Fig. 1: ports around the boundary
Scale: 1 px per micron. Pins as bars across the die edge, other pins in gray.
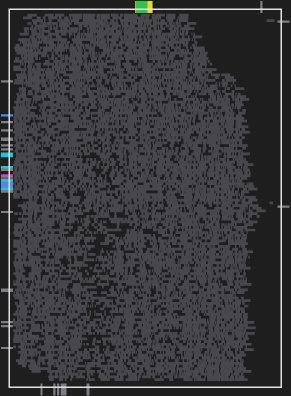
Fig. 2: M2 wires
Scale: 1 px per micron.
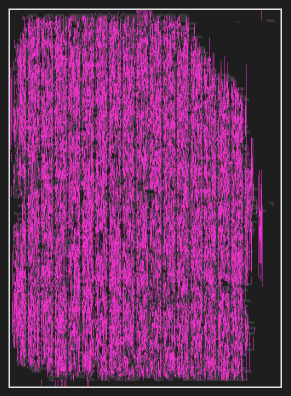
Fig. 3: routing congestion
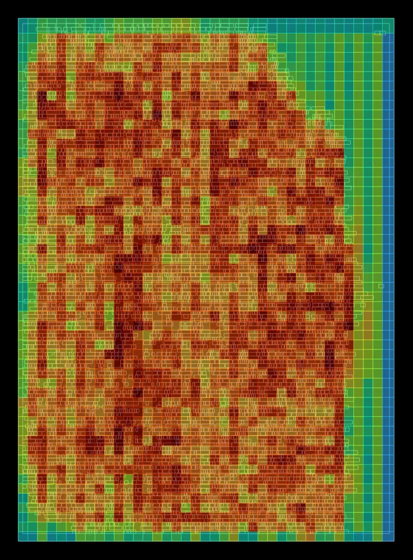
Design open_list_pq, sky130hd; sources not shown.
==> flow_summary.json <==
{
  "wirelength_met1_mm": 76.90,
  "cts.reportedPaths.clkPinSlew_ps": 70,
  "post_drt_via_cell_ratio": 7.082,
  "layout.cells.most_common_list": "1118 x nand2_1, 799 x dfrtp_1, 797 x nor2_1",
  "largest_cell_class": "logic gates",
  "status": "finished, final reports clean",
  "min_period_ps": 11520,
  "combinationalPower_w": 0.00343,
  "synth_cell_area_sq_um": 58800,
  "sw_frac_of_total": 0.4820,
  "clock_net_power_w": 0.00104,
  "setup.worst_path.start_class": "input pin",
  "grt_busiest_layer": "met2",
  "cts-htree-levels": 3,
  "yosys.area_share.simple": 0.2012,
  "cts_repair_resize_count": 0,
  "top_cells_by_count": "1120 x nand2_1, 801 x nor2_1, 799 x dfrtp_1",
  "worstHoldPathCells": 1,
  "power-top-group": "combinational cells",
  "vias_in_the_first_global_route": 57120,
  "route.met2.wl_mm": 92.26,
  "r2r_slack_ps": 22620,
  "comb_area_sq_um": 35750,
  "finalHoldViolCount": 0,
  "cellLeakagePower_nw": 30.63,
  "wl_met3_mm": 23.88,
  "syn_nets": 7671,
  "antenna_cells_inserted": 4,
  "well_tap_count": 1301,
  "pin_count_of_the_biggest_net_entering_global_routing": 198,
  "drtPass1Iterations": 6,
  "peakVddDrop_v": 0.00007907,
  "max_freq_ghz": 0.08683,
  "drc_violations_left": 0,
  "log.warning_count": 50,
  "intPower_w": 0.003163,
  "route.antenna.remaining_nets": 0,
  "timing.critical_path.buf_inv": 5,
  "setup_viol": 0,
  "postLayoutCellArea_sq_um": 63050,
  "mux_share": 0.08488,
  "p_clk_frac": 0.170,
  "comb_area_share": 0.5670,
  "layout-area-overhead-vs-synth_pct": 7.235,
  "layout.filler_cells": 7964,
  "cts_tree": "built",
  "clock_skew_ps": 48.21,
  "worst_slew_pin_slew_ps": 1255,
  "post_drt_wl_per_cell_microns": 25.19,
  "globalRoute.totalOverflow": 0,
  "clock_tree.root_cell": "clkbuf_16",
  "hpwlAfterDp_mm": 140.6,
  "finalNetCount": 7437,
  "stdcell_count": 8297,
  "slew-limit-headroom": 0.1566,
  "sequentialPower_w": 0.00164,
  "synth_adder_area_share": 0.1030,
  "yosysTopAreaCellShare": 0.3400,
  "synth_warnings": 0,
  "layout_top_cell": "nand2_1"
}
Back to the opening pictures, Fig. 1:
- blue: insert_row (pins 4; direction input; edge west)
- green: pop_h (pins 7; direction output; edge north)
- magenta: overflow (pins 1; direction output; edge west)
- cyan: count (pins 6; direction output; edge west)
- yellow: pop_f (pins 8; direction output; edge north)
Die X-Extent: 270.6 microns
floorplan die height: 376.4 microns
Port Buffers: 60

Back to the opening pictures, Fig. 2:
- share of all routed wire: 44%
- main direction: vertical
- wire length on this layer: 92.3 mm
- nets with wire on the layer: 6169
- longest straight run: 105 microns
post-detailed-routing wire length: 209.0 mm
Via Count: 58760
global routing usage on met2: 0.6145

Back to the opening pictures, Fig. 3:
fraction of met3 tracks used by global routing: 0.08826
met1 Track Usage GR: 0.4983

Power figures rest on the tool's default switching activity, not on a simulated workload.
